### src/rtl/int_ctrl.sv
// rtl/int_ctrl.sv - edge-triggered, masked, fixed-priority interrupt controller with RETI sequencing
module int_ctrl #(
    parameter int                 N_IRQ    = 4,
    parameter int                 ID_W     = 2,
    parameter int                 ADDR_W   = 16,
    parameter int                 OP_W     = 6,
    parameter logic [ADDR_W-1:0]  VEC_BASE = 16'hF000,
    parameter int                 VEC_SH   = 2,
    parameter logic [OP_W-1:0]    OP_EI    = 6'h1C,
    parameter logic [OP_W-1:0]    OP_DI    = 6'h1D,
    parameter logic [OP_W-1:0]    OP_RETI  = 6'h1F
) (
    input  logic              clk,
    input  logic              reset,
    input  logic [N_IRQ-1:0]  irq,
    input  logic              mask_we,
    input  logic [N_IRQ-1:0]  mask_wd,
    input  logic [OP_W-1:0]   op,
    input  logic [ADDR_W-1:0] current_address,
    output logic              interrupt,
    output logic [ADDR_W-1:0] int_vector,
    output logic [ID_W-1:0]   int_id,
    output logic              in_service,
    output logic              reti_jump,
    output logic [ADDR_W-1:0] ret_address
);

    typedef enum logic [1:0] {
        S_IDLE,
        S_REQ,
        S_SERVICE,
        S_RET
    } state_e;

    state_e              state_q, state_d;
    logic [N_IRQ-1:0]    irq_q;
    logic [N_IRQ-1:0]    pend_q, pend_d;
    logic [N_IRQ-1:0]    mask_q, mask_d;
    logic                ge_q, ge_d;
    logic                interrupt_q, interrupt_d;
    logic                in_service_q, in_service_d;
    logic                reti_jump_q, reti_jump_d;
    logic [ADDR_W-1:0]   int_vector_q, int_vector_d;
    logic [ID_W-1:0]     int_id_q, int_id_d;
    logic [ADDR_W-1:0]   ret_address_q, ret_address_d;

    logic [N_IRQ-1:0]    req;
    logic [N_IRQ-1:0]    pend_clr;
    logic [ID_W-1:0]     sel;
    logic                any_req;
    logic [ADDR_W-1:0]   sel_vector;

    // Scan downward so the lowest set index is the last one written.
    always_comb begin
        req     = pend_q & mask_q;
        sel     = '0;
        any_req = |req;
        for (int i = N_IRQ - 1; i >= 0; i--) begin
            if (req[i]) begin
                sel = ID_W'(i);
            end
        end
        sel_vector = VEC_BASE + (ADDR_W'(sel) << VEC_SH);
    end

    always_comb begin
        state_d       = state_q;
        interrupt_d   = 1'b0;
        in_service_d  = in_service_q;
        reti_jump_d   = 1'b0;
        int_vector_d  = int_vector_q;
        int_id_d      = int_id_q;
        ret_address_d = ret_address_q;
        pend_clr      = '0;
        case (state_q)
            S_IDLE: begin
                in_service_d = 1'b0;
                if (ge_q && any_req) begin
                    state_d       = S_REQ;
                    interrupt_d   = 1'b1;
                    in_service_d  = 1'b1;
                    int_id_d      = sel;
                    int_vector_d  = sel_vector;
                    ret_address_d = current_address;
                    pend_clr[sel] = 1'b1;
                end
            end
            S_REQ: begin
                in_service_d = 1'b1;
                state_d      = S_SERVICE;
            end
            S_SERVICE: begin
                in_service_d = 1'b1;
                if (op == OP_RETI) begin
                    reti_jump_d = 1'b1;
                    state_d     = S_RET;
                end
            end
            S_RET: begin
                // Extra cycle keeps the next REQ at least two cycles after RETI.
                in_service_d = 1'b0;
                state_d      = S_IDLE;
            end
            default: begin
                in_service_d = 1'b0;
                state_d      = S_IDLE;
            end
        endcase
    end

    // A new edge outranks the clear from a selection on the same cycle.
    always_comb begin
        pend_d = (pend_q & ~pend_clr) | (irq & ~irq_q);
        mask_d = mask_we ? mask_wd : mask_q;
        ge_d   = ge_q;
        if (op == OP_EI) begin
            ge_d = 1'b1;
        end else if (op == OP_DI) begin
            ge_d = 1'b0;
        end
    end

    always_ff @(posedge clk or negedge reset) begin
        if (!reset) begin
            state_q       <= S_IDLE;
            irq_q         <= '0;
            pend_q        <= '0;
            mask_q        <= '1;
            ge_q          <= 1'b0;
            interrupt_q   <= 1'b0;
            in_service_q  <= 1'b0;
            reti_jump_q   <= 1'b0;
            int_vector_q  <= '0;
            int_id_q      <= '0;
            ret_address_q <= '0;
        end else begin
            state_q       <= state_d;
            irq_q         <= irq;
            pend_q        <= pend_d;
            mask_q        <= mask_d;
            ge_q          <= ge_d;
            interrupt_q   <= interrupt_d;
            in_service_q  <= in_service_d;
            reti_jump_q   <= reti_jump_d;
            int_vector_q  <= int_vector_d;
            int_id_q      <= int_id_d;
            ret_address_q <= ret_address_d;
        end
    end

    assign interrupt   = interrupt_q;
    assign int_vector  = int_vector_q;
    assign int_id      = int_id_q;
    assign in_service  = in_service_q;
    assign reti_jump   = reti_jump_q;
    assign ret_address = ret_address_q;

endmodule
### config.mk
export PLATFORM = sky130hd
export DESIGN_NAME = int_ctrl
export DESIGN_NICKNAME = d
export VERILOG_FILES = /design/src/rtl/int_ctrl.sv
export SDC_FILE = /design/constraint.sdc
export NUM_CORES = 1
export LEC_CHECK = 0
export ABC_AREA = 1
export CAP_MARGIN = 20
export CORE_UTILIZATION = 40
export CTS_CLUSTER_DIAMETER = 80
export DETAILED_ROUTE_END_ITERATION = 12
export GPL_TIMING_DRIVEN = 0
export PLACE_DENSITY = 0.84
export REMOVE_ABC_BUFFERS = 1
export SYNTH_ARGS = -nofsm -noshare
export SYNTH_HDL_FRONTEND = slang
export SYNTH_SLANG_ARGS = --single-unit
### constraint.sdc
create_clock -name clk -period 1.6 [get_ports clk]
set_clock_uncertainty 0.1 [all_clocks]
set_input_delay 0.32 -clock clk [delete_from_list [all_inputs] [get_ports clk]]
set_output_delay 0.32 -clock clk [all_outputs]
set_load 0.03 [all_outputs]
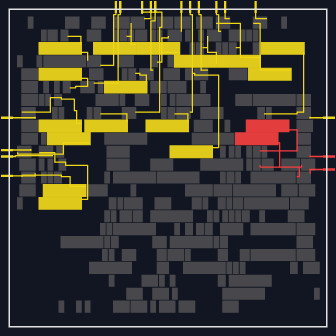
**Above:** run 1 (port wiring).
int_id -> red  # bits 2, direction output, end cells 2, wire 37.6 um
ret_address -> yellow  # bits 16, direction output, end cells 16, wire 373 um

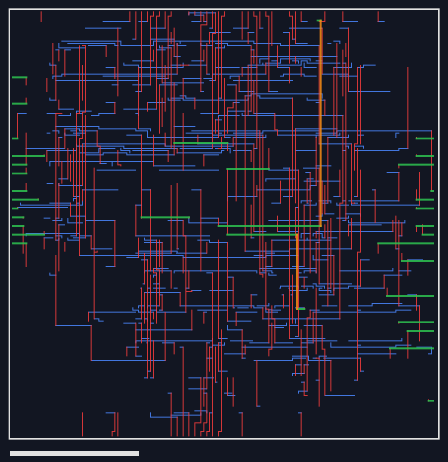
**Above:** run 1 (metal layers overlaid).
Scale bar: 20 um.
met1 -> blue  # wire length 1,460 um
met3 -> green  # wire length 138 um
met4 -> orange  # wire length 43.5 um
met2 -> red  # wire length 1,800 um

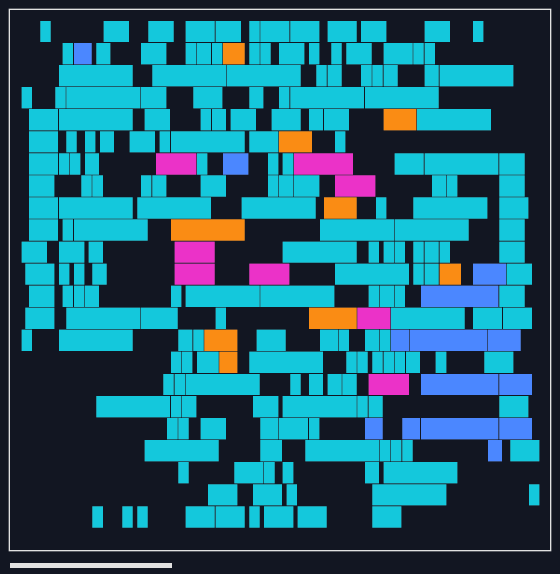
**Above:** run 1 (cells by drive strength).
Scale bar: 20 um.
drive 6 and up -> magenta  # cells 8, most used clkbuf_8
drive 1 or less -> cyan  # cells 206, most used nand2_1
drive 3 to 4 -> orange  # cells 9
drive 2 -> blue  # cells 14
fin worst setup slack: 0.0946 ns
area grow syn2layout: 40.3%
fin area: 2340 sq um
Signal buffers: 63

## run 1: worst max-delay path by stage
stage / to / slack [ns] / cells after the start
6_report: ret_address[2]$_DFFE_PN0P_ / 0.09 / 7
5_1_grt: ret_address[5]$_DFFE_PN0P_ / 0.0003 / 7
4_1_cts: ret_address[2]$_DFFE_PN0P_ / 0.005 / 7
3_5_place_dp: int_vector[14]$_DFFE_PN0P_ / -0.24 / 5
3_3_place_gp: int_vector[14]$_DFFE_PN0P_ / -0.70 / 1
2_1_floorplan: int_vector[14]$_DFFE_PN0P_ / 0.07 / 5
## run 1: per-layer routing
| metal | vias to the layer above | track usage | part of all wire |
|---|---|---|---|
| met5 | - | 0 | 0 |
| met3 | 4 | 0.0514 | 0.040 |
| met1 | 605 | 0.211 | 0.42 |
| met4 | 0 | 0.0638 | 0.012 |
| met2 | 38 | 0.280 | 0.52 |
| li1 | 651 | - | - |
## run 1: area by class of cell
cell class,count,area (sq um),area share
sequential,37,931,0.398
inverter,15,58.8,0.0251
timing repair buffer,63,598,0.256
multi-input combinational,114,599,0.256
tap,50,62.6,0.0267
clock buffer,8,90.1,0.0385
## run 1: power by group through the flow
stage                     registers (mW)  logic (mW)  clock network, mW
after floorplan                     1.97       0.742                  0
after global placement              1.45        2.03                  0
after detailed placement            1.47        2.07                  0
after CTS                           1.45        2.06              0.669
after global routing                1.48        2.29              0.730
final                               1.44        2.11              0.650
## run 1: cell families after synthesis
logic type,after synthesis
AND/OR/NAND/NOR,68
flip-flops,37
buffers and inverters,35
AND-OR/OR-AND,27
multiplexers,5
adder cells (fa/ha/maj),2
other,1
## run 1: repair_timing
item / CTS / global route
gates cloned: 2 / 0
gates resized: 30 / 4
pin swaps: 2 / 3
setup endpoints to repair: 46 / 14
setup buffers: 4 / 0
==> notes.md, run 1 <==
impl run done, here's what came out: clock tree buffer depth 2, Synth Area in Simple Gates 0.176, leakage power 1.17 nW, site row count 23, post-cts hold-fix buffer tally 0, EDFF count, synth 0, asr flop ratio synth 1.00, largest net degree at the start of global routing 38, share of layout cells above drive strength 1 0.131, drt via density 4.52, diode count 0, Synth Instances 175, Die Span X 66.6 um, VDD IR max 0.888 mV, clk ins delay skew pair 0.28 ns, clk slew on worst S/H paths 0.07 ns, Comb pwr share 0.503, placed cell areas 2190 sq um, Psw 1.83 mW, relative max-transition margin 0.473, placed insts 273, Global Route Usage Sum 0.171, switching portion of total power 0.436, core area 4000 sq um, slowest CP cell dfstp_2, Final ANT Viol Nets 0, Seq share, synth 0.558, crit-path cells nand2_1 > nand2_2 > o21ai_4 > nor2_4 > buf_4 > nand2_1 > nand2_1, Synth top cell by count nand2_1, Final Wtd Congestion 0.804, die height 66.6 um, final hold slack 0.0237 ns, Hold WC Path Type primary input to asynchronous set/reset pin, f_max 0.664 GHz, Yosys top cell by area dfrtp_1, fin util 0.585, post-synthesis cell area 1670 sq um, total tool warning count 26, RSZ-0062 raised after global routing false, Synth top cells by count nand2_1, dfrtp_1, o21ai_0, Routed WL 3450 um, Final TNS setup 0 ns, fillers 359, PwrDens 1800 nW/um^2, Critical Path Source Type register, Post-synth regs 37, period utilisation layout 0.941, max-slew violations 0, Mean Syn Cell Area 9.53 sq um, Critical Path Fanout Max 6, Crit path top cell by count nand2_1, Overall Power 4.20 mW, Worst Reg-to-Reg Cells 7, Yosys Instances 175, DRC errors left 0, Worst EP required 1.72 ns, FF-to-FF Start mask_q[3]$_DFFE_PN1P_, final hold vios 0, Clock power frac 0.155, fin crit period 1.51 ns, DRT Pass-1 Iters 4, CTS Buf Count 5, Crit Path Class register to register, top cells by area dfrtp_1, nand2_1, buf_4, Initial DRC Count 43, TritonCTS sink count 37, grt ovf 0, post-place setup slack -0.235 ns, Synth top area share 0.495, Root Buffer clkbuf_8, Avg WL per Cell 12.0 um, sequential power share 0.342, MaxCap Viol Count 0, count of final setup violators 0, Chip Area, Yosys 1670 sq um, aoi share 0.0893, yosys adder share 0.0150, max reg flops 16, Crit. Startpoint mask_q[3]$_DFFE_PN1P_, yosys xor share 0, nets 271, Ys Warns 0, Die Area 4430 sq um, internal power 2.37 mW, status finished, final reports clean
**Run 1: clock routing**

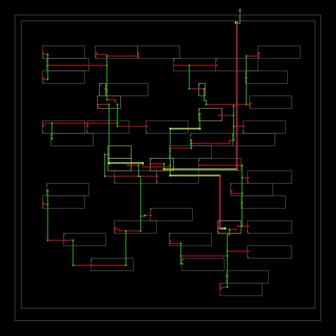

==> run 2, diff against run 1 <==
CORE_UTILIZATION = 30   (was 40)
PLACE_DENSITY = 0.68   (was 0.84)
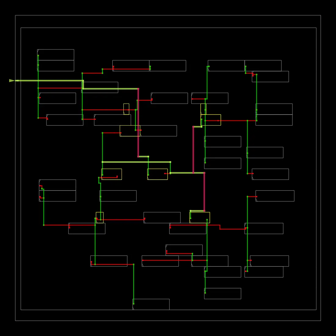
**Above:** run 2 (clock routing).
CTS Buf Count: 5
clk ins delay skew pair: 0.28 ns
CLK BUF: 7
TritonCTS sink count: 37
sequential cell count: 37

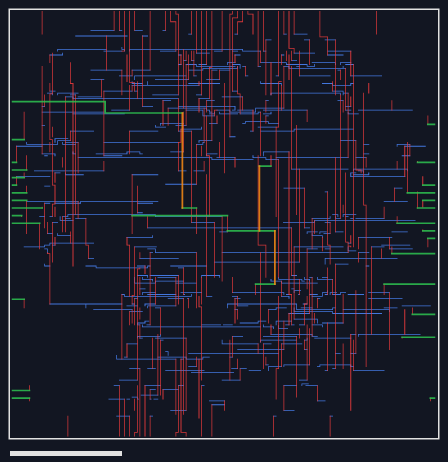
**Above:** run 2 (metal layers overlaid).
Scale bar: 20 um.
met1 -> blue  # wire length 1,450 um
met3 -> green  # wire length 152 um
met4 -> orange  # wire length 38.1 um
met2 -> red  # wire length 1,860 um
Routed WL: 3500 um
via count: 1,282
Avg WL per Cell: 11.5 um
Global Route Usage Sum: 0.132

==> run 2 against run 1 <==
Global-route usage fell by 3.9 points. Core utilization fell by 14 points. First-iteration DRC count fell by 26%. Die size rose by 32%. Setup slack got worse by 0.018 ns. Final cell count rose by 6.3%. Clock power fell by 5.1%. Worst hold slack improved by 0.0087 ns. Power fell by 3.2%. Sequential share of layout area rose by 0.32 points. Clock-buffer cell count fell by 1. Final area fell by 0.80%.
==> notes.md, run 2 <==
impl run done, here's what came out: max reg flops 16 (unchanged), Root Buffer clkbuf_8, placed insts 293 (+7.3%), diode count 0 (unchanged), clk slew on worst S/H paths 0.07 ns (about the same), share of layout cells above drive strength 1 0.123 (-0.00740), Comb pwr share 0.495 (-0.008), Seq group 1.44 mW (about the same), PwrDens 1750 nW/um^2 (-2.4%), largest net degree at the start of global routing 38 (unchanged), clock tree buffer depth 2 (unchanged), Yosys Instances 175 (unchanged), post-CTS setup buffers 3 (-1), Worst EP required 1.67 ns (-0.05 ns), EDFF count, synth 0 (unchanged), Clock power frac 0.152 (-0.003), Pwr top combinational cells, Chip Area, Yosys 1670 sq um (unchanged), final hold slack 0.0324 ns (+0.00875 ns), Initial DRC Count 32 (-26%), RSZ-0062 raised after global routing false, top cells by area dfrtp_1, nand2_1, buf_4, count of final setup violators 0 (unchanged), fin crit period 1.52 ns (+0.0184 ns), clock network power 0.617 mW (-5.1%), Synth top area share 0.495 (unchanged), site row count 26 (+13%), sequential power share 0.353 (+0.011), status finished, final reports clean, drt via density 4.20 (-7.1%), yosys adder share 0.0150 (unchanged), area grow syn2layout 39.2%, P_comb 2.01 mW (-5%), relative max-transition margin 0.453 (-0.0198), Post-CTS Resized 30 (unchanged), Synth Area in Simple Gates 0.176 (unchanged), post-cts hold-fix buffer tally 0 (unchanged), fin worst setup slack 0.0762 ns (-0.0184 ns), Mean Syn Cell Area 9.53 sq um (unchanged), Final ANT Viol Nets 0 (unchanged), MaxCap Viol Count 0 (unchanged), Crit Path Class register to register, final hold vios 0 (unchanged), max-slew violations 0 (unchanged), VDD IR max 0.710 mV (-20%), core area 5240 sq um (+31%), Final Wtd Congestion 0.698 (-13%), aoi share 0.0893 (unchanged), Seq share, synth 0.558 (unchanged), Yosys top cell by area dfrtp_1, Ys Warns 0 (unchanged)
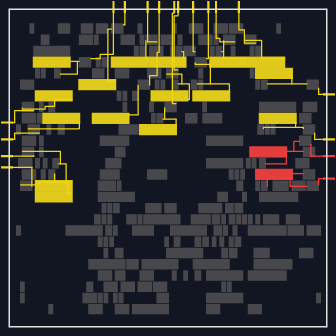
**Above:** run 2 (port wiring).
ret_address -> yellow  # bits 16, direction output, end cells 16, wire 370 um
int_id -> red  # bits 2, direction output, end cells 2, wire 40.5 um

==> run 2: final timing paths <==
path / from / endpoint / slack, ns / depth (start not counted)
worst max-delay path: state_q[0]$_DFFE_PN0P_ / int_vector[14]$_DFFE_PN0P_ / 0.08 / 6
worst min-delay path: reset / ret_address[2]$_DFFE_PN0P_ / 0.03 / 1
worst max register to register: state_q[0]$_DFFE_PN0P_ / int_vector[14]$_DFFE_PN0P_ / 0.08 / 6
worst min register to register: irq_q[0]$_DFF_PN0_ / pend_q[0]$_DFF_PN0_ / 0.32 / 1
max in group asynchronous: reset / ret_address[11]$_DFFE_PN0P_ / 0.86 / 1
min in group clk: irq_q[0]$_DFF_PN0_ / pend_q[0]$_DFF_PN0_ / 0.32 / 1
==> run 2: critical path: stages, from the launching register on <==
cell	delay, ns
dfrtp_1	0.35
inv_1	0.07
ha_2	0.24
inv_6	0.17
nor2_4	0.06
buf_4	0.15
or2_2	0.26
==> run 2: per-layer routing <==
layer,vias up,track usage,wire (um)
li1,649,-,-
met1,594,0.149,1450
met2,33,0.243,1860
met3,6,0.0275,151
met4,0,0.0462,38
met5,-,0,0
==> run 2: metrics by stage <==
| step | setup TNS, ns | util | instance area, sq um | total power [mW] |
|---|---|---|---|---|
| after floorplan | 0 | - | 1550 | 2.71 |
| after global placement | -30.78 | 0.425 | 2220 | 3.52 |
| after detailed placement | -3.67 | 0.424 | 2220 | 3.56 |
| after CTS | 0 | 0.443 | 2320 | 4.14 |
| after global routing | 0 | 0.443 | 2320 | 4.39 |
| final | 0 | 0.443 | 2320 | 4.07 |
==> run 2: cell type report <==
cell class	count	area, sq um
flip-flops and latches	37	931
multi-input cells	113	573
inverters	15	61.3
repair buffers	62	587
well taps	70	87.6
clock buffers	7	76.3
clock inverters	1	5.00
fillers	564	2920
Power and IR drop assume default switching activity.
